## src/rtl/clk_period_monitor.sv

```systemverilog
// Measures the period of a slow clk_in (sampled as data) in clk cycles and tracks lock.
// Latency: outputs update on the clk edge that first samples clk_in high (+2 with CLKMON_SYNC_EN).
// Backpressure: none; free-running monitor. Optional macro: CLKMON_SYNC_EN adds a 2-flop synchronizer.
module clk_period_monitor #(
  parameter int CNT_W    = 16,
  parameter int LOCK_CNT = 4,
  parameter int TIMEOUT  = 2**CNT_W - 1
) (
  input  logic             clk,
  input  logic             rst,
  input  logic             clk_in,
  output logic [CNT_W-1:0] period,
  output logic             period_valid,
  output logic             pow2,
  output logic [4:0]       div_log2,
  output logic             locked,
  output logic             lost
);

  typedef enum logic [1:0] {IDLE, MEASURE, LOCKED} state_t;

  localparam logic [CNT_W-1:0] TO_MAX   = CNT_W'(TIMEOUT);
  localparam logic [CNT_W-1:0] TO_M1    = CNT_W'(TIMEOUT - 1);
  localparam logic [3:0]       LOCK_TGT = 4'(LOCK_CNT);

  state_t           state, state_nxt;
  logic [3:0]       match_cnt, match_nxt;
  logic [CNT_W-1:0] cnt;
  logic [CNT_W-1:0] new_period;
  logic             samp, samp_prev, rise;
  logic             load, lost_nxt, timeout_hit;
  logic             np_pow2;
  logic [4:0]       np_log2;

`ifdef CLKMON_SYNC_EN
  logic sync1, sync2;

  // Two-flop synchronizer for a clk_in from an unrelated domain.
  always_ff @(posedge clk) begin
    if (rst) begin
      sync1 <= 1'b0;
      sync2 <= 1'b0;
    end else begin
      sync1 <= clk_in;
      sync2 <= sync1;
    end
  end

  assign samp = sync2;
`else
  assign samp = clk_in;
`endif

  // Previous sampled value for rising-edge detection.
  always_ff @(posedge clk) begin
    if (rst) samp_prev <= 1'b0;
    else     samp_prev <= samp;
  end

  assign rise = samp & ~samp_prev;

  // Cycle counter: cleared by each edge, saturating so an idle input cannot wrap it.
  always_ff @(posedge clk) begin
    if (rst)                cnt <= '0;
    else if (rise)          cnt <= '0;
    else if (cnt != TO_MAX) cnt <= cnt + CNT_W'(1);
  end

  // Outside IDLE cnt never exceeds TIMEOUT-1, so cnt+1 always fits.
  assign new_period  = cnt + CNT_W'(1);
  // Fires on the cycle cnt would reach TIMEOUT; a simultaneous edge takes precedence below.
  assign timeout_hit = (cnt == TO_M1);

  // Power-of-two classification of the period about to be loaded.
  always_comb begin
    np_pow2 = (new_period != '0) && ((new_period & (new_period - CNT_W'(1))) == '0);
    np_log2 = '0;
    for (int i = 0; i < CNT_W; i++) begin
      if (new_period[i]) np_log2 = 5'(i);
    end
    if (!np_pow2) np_log2 = '0;
  end

  // Next-state logic; match_cnt==0 means no earlier period exists to compare against.
  always_comb begin
    state_nxt = state;
    match_nxt = match_cnt;
    load      = 1'b0;
    lost_nxt  = 1'b0;
    case (state)
      IDLE: begin
        if (rise) begin
          state_nxt = MEASURE;
          match_nxt = '0;
        end
      end
      MEASURE: begin
        if (rise) begin
          load = 1'b1;
          if (match_cnt != '0 && new_period == period) match_nxt = match_cnt + 4'd1;
          else                                         match_nxt = 4'd1;
          if (match_nxt == LOCK_TGT) state_nxt = LOCKED;
        end else if (timeout_hit) begin
          state_nxt = IDLE;
          match_nxt = '0;
        end
      end
      LOCKED: begin
        if (rise) begin
          load = 1'b1;
          if (new_period != period) begin
            state_nxt = MEASURE;
            match_nxt = 4'd1;
            lost_nxt  = 1'b1;
          end
        end else if (timeout_hit) begin
          state_nxt = IDLE;
          match_nxt = '0;
          lost_nxt  = 1'b1;
        end
      end
      default: begin
        state_nxt = IDLE;
        match_nxt = '0;
      end
    endcase
  end

  // State and match-count registers.
  always_ff @(posedge clk) begin
    if (rst) begin
      state     <= IDLE;
      match_cnt <= '0;
    end else begin
      state     <= state_nxt;
      match_cnt <= match_nxt;
    end
  end

  // Measurement outputs; period and its classification load together, and hold on timeout.
  always_ff @(posedge clk) begin
    if (rst) begin
      period       <= '0;
      pow2         <= 1'b0;
      div_log2     <= '0;
      period_valid <= 1'b0;
      lost         <= 1'b0;
    end else begin
      period_valid <= load;
      lost         <= lost_nxt;
      if (load) begin
        period   <= new_period;
        pow2     <= np_pow2;
        div_log2 <= np_log2;
      end
    end
  end

  assign locked = (state == LOCKED);

endmodule
```

## config.mk

```make
export PLATFORM = sky130hd
export DESIGN_NAME = clk_period_monitor
export DESIGN_NICKNAME = d
export VERILOG_FILES = /design/src/rtl/clk_period_monitor.sv
export SDC_FILE = /design/constraint.sdc
export NUM_CORES = 1
export LEC_CHECK = 0
export CAP_MARGIN = 10
export CORE_MARGIN = 2
export CORE_UTILIZATION = 58
export CTS_CLUSTER_DIAMETER = 200
export CTS_CLUSTER_SIZE = 16
export DETAILED_ROUTE_END_ITERATION = 12
export PLACE_DENSITY = 0.82
export SKIP_LAST_GASP = 1
export SLEW_MARGIN = 20
export SYNTH_ARGS = -nofsm -noshare
export SYNTH_HDL_FRONTEND = slang
export SYNTH_SLANG_ARGS = --single-unit
```

## constraint.sdc

```tcl
create_clock -name clk -period 4.34 [get_ports clk]
set_input_delay 0.868 -clock clk [delete_from_list [all_inputs] [get_ports clk]]
set_output_delay 0.868 -clock clk [all_outputs]
set_load 0.1 [all_outputs]
```

Fig. 1: signal wires on met1
Scale bar: 20 microns.
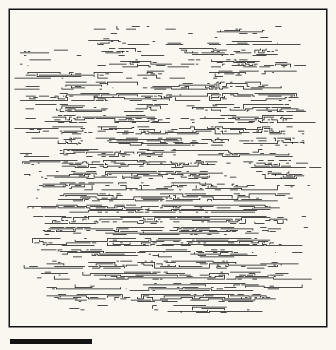
- main direction: horizontal
- longest straight run: 43.2 microns
- nets with wire on the layer: 393

==> impl_metrics.toml <==
# yosys + openroad results
[critical_path]
path_cells = "ha_1, nand3_1, nor4_1, xnor2_1, o21ai_0, a211o_1, or4_1, nor4_1, o21a_2, mux2i_1"
rrSetupSlack_ps = 470
slowest_stage = "or4_1"
crit_top_cell = "nor4_1"
path_max_fanout = 9
worstSetupEndpointType = "register"
r2r_cells = 10
critPathKind = "register to register"

[power_and_ir_drop]
p_int_mw = 0.8601
p_per_area_nw_per_um2 = 452.9
p_clk_mw = 0.331
p_comb_mw = 0.715
p_leak_nw = 1.300

[logic_synthesis]
ys.flop_type = "dfxtp_1"
synth_seq_share_pct = 29.87
ys_warn_count = 0
topCellsByArea = "dfxtp_1, a211oi_1, xnor2_1"
top_area_share_pct = 29.87
edf_count = 0
synth-simple-area-share_pct = 28.08
synth_cells = 399

[clock_tree]
clkTransAtPathRegs_ps = 90
cts_sinks = 46
cts_hold_buf = 0

[global_routing]
grt.busiest_layer = "met2"
grt_pass1_vias = 2808

[finish]
comb_cells = 309
drive_above_1_share_pct = 7.488
comb_share_pct = 56.87
seq_share_pct = 26.39
inverters_excl_clock = 17
flops = 46

[sta]
fin_tns_setup_ps = 0
worstMarginPinSlew_ps = 984.5
slew_headroom_pct = 34.16
fmax_ghz = 0.2587
rsz0062_at_grt = "no"

[placed_design]
dpl_cell_area_sq_um = 3377
dp.cells = 476

[detailed_routing]
drtIter0Drc = 258
route.met3.wl_microns = 602
dr.pass1.iters = 6
wl_microns = 8109
antenna_left = 0

[die]
die_h_microns = 76.91
taps = 70
rows = 26

[outcome]
status = "finished, final reports clean"

[min_path]
whs_path_depth = 2
Fig. 2: met2 routing
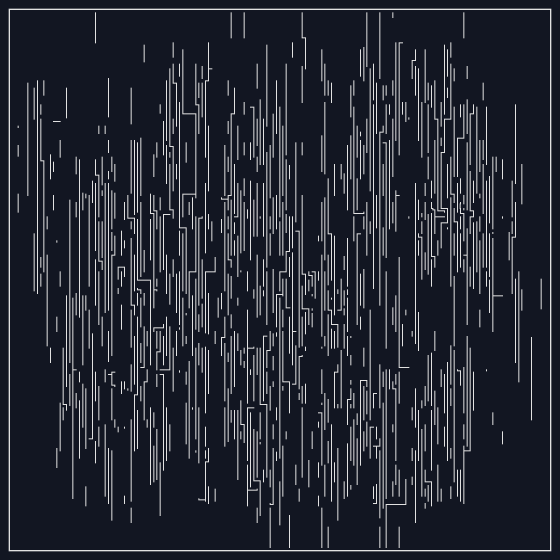
- wire length on this layer: 3660 microns
- longest straight run: 30.3 microns

[worst max-delay path, delay by kind of cell (launching register included)]
kind | cells | cell delay [ps]
mux | 1 | 170
compound gates | 3 | 620
simple gates | 4 | 1780
fa+ha+maj | 1 | 270
flops | 1 | 580
xor+xnor | 1 | 380
[per-stage QoR]
stage	power [mW]	util [%]
6_report	1.581	68.32
5_1_grt	1.651	68.32
4_1_cts	1.581	68.32
3_5_place_dp	1.255	66.12
3_3_place_gp	1.246	66.12
2_1_floorplan	1.103	-
[state kept, by name (all words and copies together) (netlist names)]
signal        cells
period_valid      1
state             2
samp_prev         1
div_log2          4
pow2              1
lost              1
match_cnt         4
period           16
cnt              16
Power and IR drop assume default switching activity.
